**src/rtl/fifo_ext.sv**
```systemverilog
// Single-clock valid/ready FIFO with arbitrary depth, optional same-cycle bypass,
// occupancy/watermark outputs, synchronous flush and sticky error flags.
module fifo_ext #(
   parameter int unsigned  WIDTH     = 8,
   parameter int unsigned  DEPTH     = 16,
   parameter bit           BYPASS    = 1'b0,
   parameter int unsigned  AF_THRESH = 14,
   parameter int unsigned  AE_THRESH = 2,
   localparam int unsigned CW        = $clog2(DEPTH + 1)
) (
   input  logic             clk,
   input  logic             rst_n,
   input  logic             flush,
   input  logic             push_valid,
   input  logic [WIDTH-1:0] push_data,
   output logic             push_ready,
   output logic             pop_valid,
   output logic [WIDTH-1:0] pop_data,
   input  logic             pop_ready,
   output logic [CW-1:0]    count,
   output logic             almost_full,
   output logic             almost_empty,
   output logic             err_overflow,
   output logic             err_underflow,
   input  logic             err_clear
);

   localparam int unsigned PW = $clog2(DEPTH);

   logic [WIDTH-1:0] r_mem [DEPTH];
   logic [PW-1:0]    r_front;
   logic [PW-1:0]    r_back;
   logic [CW-1:0]    r_count;
   logic             r_err_ovf;
   logic             r_err_unf;

   logic             w_bypass;
   logic             w_push_fire;
   logic             w_pop_fire;
   logic             w_wr;
   logic             w_rd;

   // Pointers wrap explicitly so any DEPTH works, not just powers of two.
   function automatic logic [PW-1:0] ptr_inc(input logic [PW-1:0] p);
      return (p == PW'(DEPTH - 1)) ? '0 : p + PW'(1);
   endfunction

   // Handshake and read path, all derived from registered occupancy.
   always_comb begin
      push_ready   = (r_count < CW'(DEPTH));
      w_bypass     = (BYPASS != 1'b0) && (r_count == '0) && push_valid && pop_ready;
      pop_valid    = (r_count != '0) || w_bypass;
      pop_data     = w_bypass ? push_data : r_mem[r_front];
      w_push_fire  = push_valid && push_ready;
      w_pop_fire   = pop_valid && pop_ready;
      w_wr         = w_push_fire && !w_bypass;
      w_rd         = w_pop_fire && !w_bypass;
      count        = r_count;
      almost_full  = (r_count >= CW'(AF_THRESH));
      almost_empty = (r_count <= CW'(AE_THRESH));
      err_overflow  = r_err_ovf;
      err_underflow = r_err_unf;
   end

   // Storage is reset so the head word is never X after reset.
   always_ff @(posedge clk or negedge rst_n) begin
      if (!rst_n) begin
         r_mem <= '{default: '0};
      end else if (w_wr && !flush) begin
         r_mem[r_back] <= push_data;
      end
   end

   always_ff @(posedge clk or negedge rst_n) begin
      if (!rst_n) begin
         r_front <= '0;
         r_back  <= '0;
         r_count <= '0;
      end else if (flush) begin
         r_front <= '0;
         r_back  <= '0;
         r_count <= '0;
      end else begin
         if (w_wr) r_back  <= ptr_inc(r_back);
         if (w_rd) r_front <= ptr_inc(r_front);
         r_count <= r_count + CW'(w_wr) - CW'(w_rd);
      end
   end

   // Sticky protocol errors; clear wins over a same-cycle set.
   always_ff @(posedge clk or negedge rst_n) begin
      if (!rst_n) begin
         r_err_ovf <= 1'b0;
         r_err_unf <= 1'b0;
      end else if (err_clear) begin
         r_err_ovf <= 1'b0;
         r_err_unf <= 1'b0;
      end else begin
         if (push_valid && !push_ready) r_err_ovf <= 1'b1;
         if (pop_ready && !pop_valid)   r_err_unf <= 1'b1;
      end
   end

endmodule
```
**config.mk**
```make
export PLATFORM = sky130hd
export DESIGN_NAME = fifo_ext
export DESIGN_NICKNAME = d
export VERILOG_FILES = /design/src/rtl/fifo_ext.sv
export SDC_FILE = /design/constraint.sdc
export NUM_CORES = 1
export LEC_CHECK = 0
export CORE_ASPECT_RATIO = 1.1
export CORE_MARGIN = 1
export CORE_UTILIZATION = 55
export DETAILED_ROUTE_END_ITERATION = 10
export PLACE_DENSITY = 0.74
export SETUP_SLACK_MARGIN = 0.15
export SLEW_MARGIN = 0
export SYNTH_ARGS = -nofsm -noshare
export SYNTH_HDL_FRONTEND = slang
export SYNTH_SLANG_ARGS = --single-unit
```
**constraint.sdc**
```tcl
create_clock -name clk -period 8.1 [get_ports clk]
set_input_delay 1.62 -clock clk [delete_from_list [all_inputs] [get_ports clk]]
set_output_delay 1.62 -clock clk [all_outputs]
set_load 0.02 [all_outputs]
```
### Cell classes on the final placement

Fill, decap, tap and diode cells in gray.
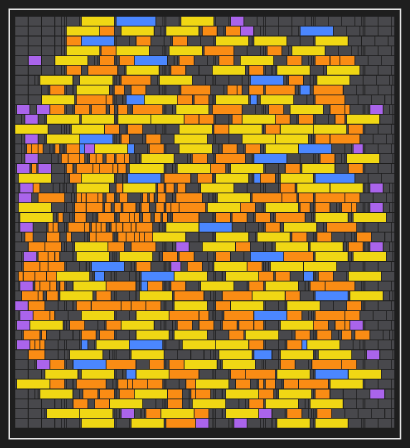
Purple marks remaining buffers and delay cells, cells 35, share of their area 4.5%. Blue marks clock drivers and dummy loads, cells 32, share of their area 7.6%. Orange marks remaining logic cells, cells 296, share of their area 41%. Yellow marks registers, cells 143, share of their area 47%.
fraction of area in registers: 45.83%
number of core rows: 42
area of the core: 0.01203 sq mm

### Wire density map

The bar under the picture is 20 microns long. The die is cut into 22 by 24 equal tiles; black is low, pale yellow is high, scaled to the fullest tile. Values are wire area over tile area, all layers added.
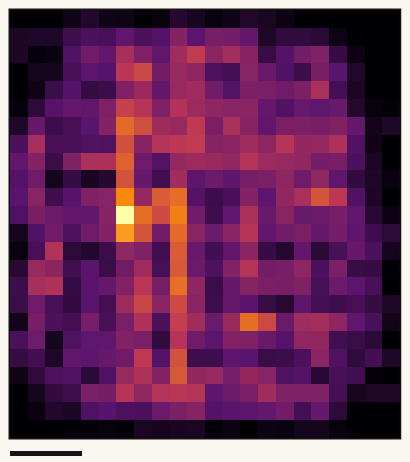
The densest ninth of the die: center. 6.2% of the tiles are over half the peak. The fullest tile reaches 0.70. The mean over all tiles is 0.18.
routed via count: 3955
Avg WL per Cell: 22.10 microns
global-route usage over all layers: 25.60%

### Placed standard cells

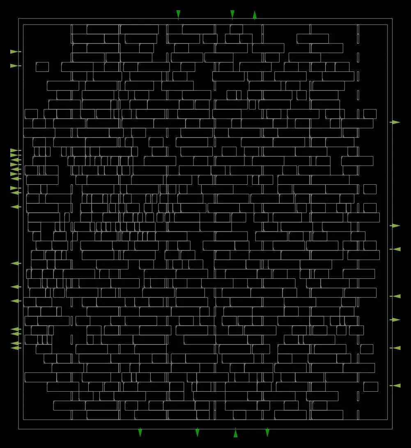
number of sequential cells: 143
fin cells: 660
filler cell count: 907
tap cell count: 154
Post-Route Utilization: 64.90%

==> flow_summary_export.csv <==
group,metric,value,unit
final_layout,layout_top_cell_excl_fill_tap,"sky130_fd_sc_hd__dfrtp_1",
final_timing,final_hold_viol_count,0,
pwr,swShare,28.74,%
die,die_area,0.01284,sq mm
pwr,irDropWorstVdd,0.0001966,V
critical_path,cp.buffers_inverters,2,
grt,global_route.usage.met1,35.42,%
final_timing,fin_hold_ws,0.5001,ns
pwr,pwr-share-seq,39.3,%
synth,postSynth.topFlopCell,"sky130_fd_sc_hd__dfrtp_1",
pwr,p_clk,753,uW
die,die_height,118.7,microns
final_timing,max_freq,216.9,MHz
final_layout,multi_input_comb_area,0.003073,sq mm
pwr,switchingPower,639.1,uW
final_timing,grt_setup_unrepaired,"false",
cts,cts_buffer_depth,2,
synth,syn_inst,465,
synth,synthesis.nets,495,
final_timing,setup_ws,3.489,ns
cts,clock_latency_at_the_later_pin_of_the_worst_skew_pair,0.42,ns
final_timing,relSlewSlack,25.01,%
cts,cts_tree,"built",
critical_path,largest_fanout_on_the_critical_path,22,
route,drt_pass1_iterations,5,
final_layout,non_clock_inverter_count,12,
critical_path,timing.critical_path.to,"pop_data[0]",
final_timing,finalSetupViolCount,0,
pwr,total_power,2.224,mW
placed_design,dp_cells,628,
final_timing,tightestPinTransition,1.123,ns
worst_hold_path,hold_start,"r_mem[75]$_DFFE_PN0P_",
grt,first_global_vias,4179,
critical_path,timing.reg2reg.worst_path_depth,13,
synth,flip_flop_and_latch_count_after_synthesis,143,
grt,grt_busiest_layer,"met2",
outcome,outcome,"complete, no violations",
synth,yosys-top-cells-area,"sky130_fd_sc_hd__dfrtp_1, sky130_fd_sc_hd__mux2_2, sky130_fd_sc_hd__mux4_2",
synth,yosys_cell_count,465,
route,drt.antenna.violating_nets,0,
final_layout,drive_gt1_share,41.50,%
final_layout,clk_share,7.369,%
cts,clock_transition_at_the_registers_of_the_reported_paths,0.06,ns
critical_path,cp-end-kind,"primary output",
synth,synthesis.yosys.warnings,0,
synth,top_area_cell,"sky130_fd_sc_hd__dfrtp_1",
synth,yosys_area,0.006814,sq mm
final_layout,comb_share,39.35,%
synth,async_set_or_reset_flop_fraction_in_the_synthesized_netlist,100.0,%
flow_run,maxCapViolations,0,
worst_hold_path,min_path_cells,1,
worst_hold_path,timing.hold.worst.class,"reg2reg",
critical_path,worst_path_largest_cell_delay,0.67,ns
grt,total_gr_overflow,0,
placed_design,place_hpwl,8.930,mm
route,top_signal_layer_used,"met4",
final_layout,buffers_excl_clock,35,
pwr,p_comb,596,uW
cts,sink_count_of_the_clock_tree,143,
synth,synth-edff-count,0,
die,fp.dieW,108.1,microns
final_layout,bufAreaShareNonClock,4.406,%
synth,ys_sh_aoi,2.975,%
synth,yosysTopAreaCellShare,52.52,%
synth,syn-mean-instance-area,14.65,sq um
route,drt-initial-drc-count,184,
critical_path,cp_top_family,"buffers and inverters",
final_timing,post-route-min-period,4.611,ns
placed_design,pre_cts_setup_slack,3.838,ns
final_layout,design.final.nets,523,
synth,synth_sequential_area_ratio,52.52,%
critical_path,critical_path.slowest_cell,"sky130_fd_sc_hd__dfrtp_2",
cts,post_cts.resized_instances,0,
pwr,maxPowerGroup,"registers",
critical_path,cp_arrival,2.99,ns
synth,synth-xor-area-share,0.7712,%
grt,grt_first_pass_wirelength,23.24,mm
route,route.met2.wl,7.061,mm
final_layout,seqCellArea,0.003580,sq mm
final_layout,layout_stage_area_growth_over_the_synthesis_result,14.62,%
Power and IR drop assume default switching activity.
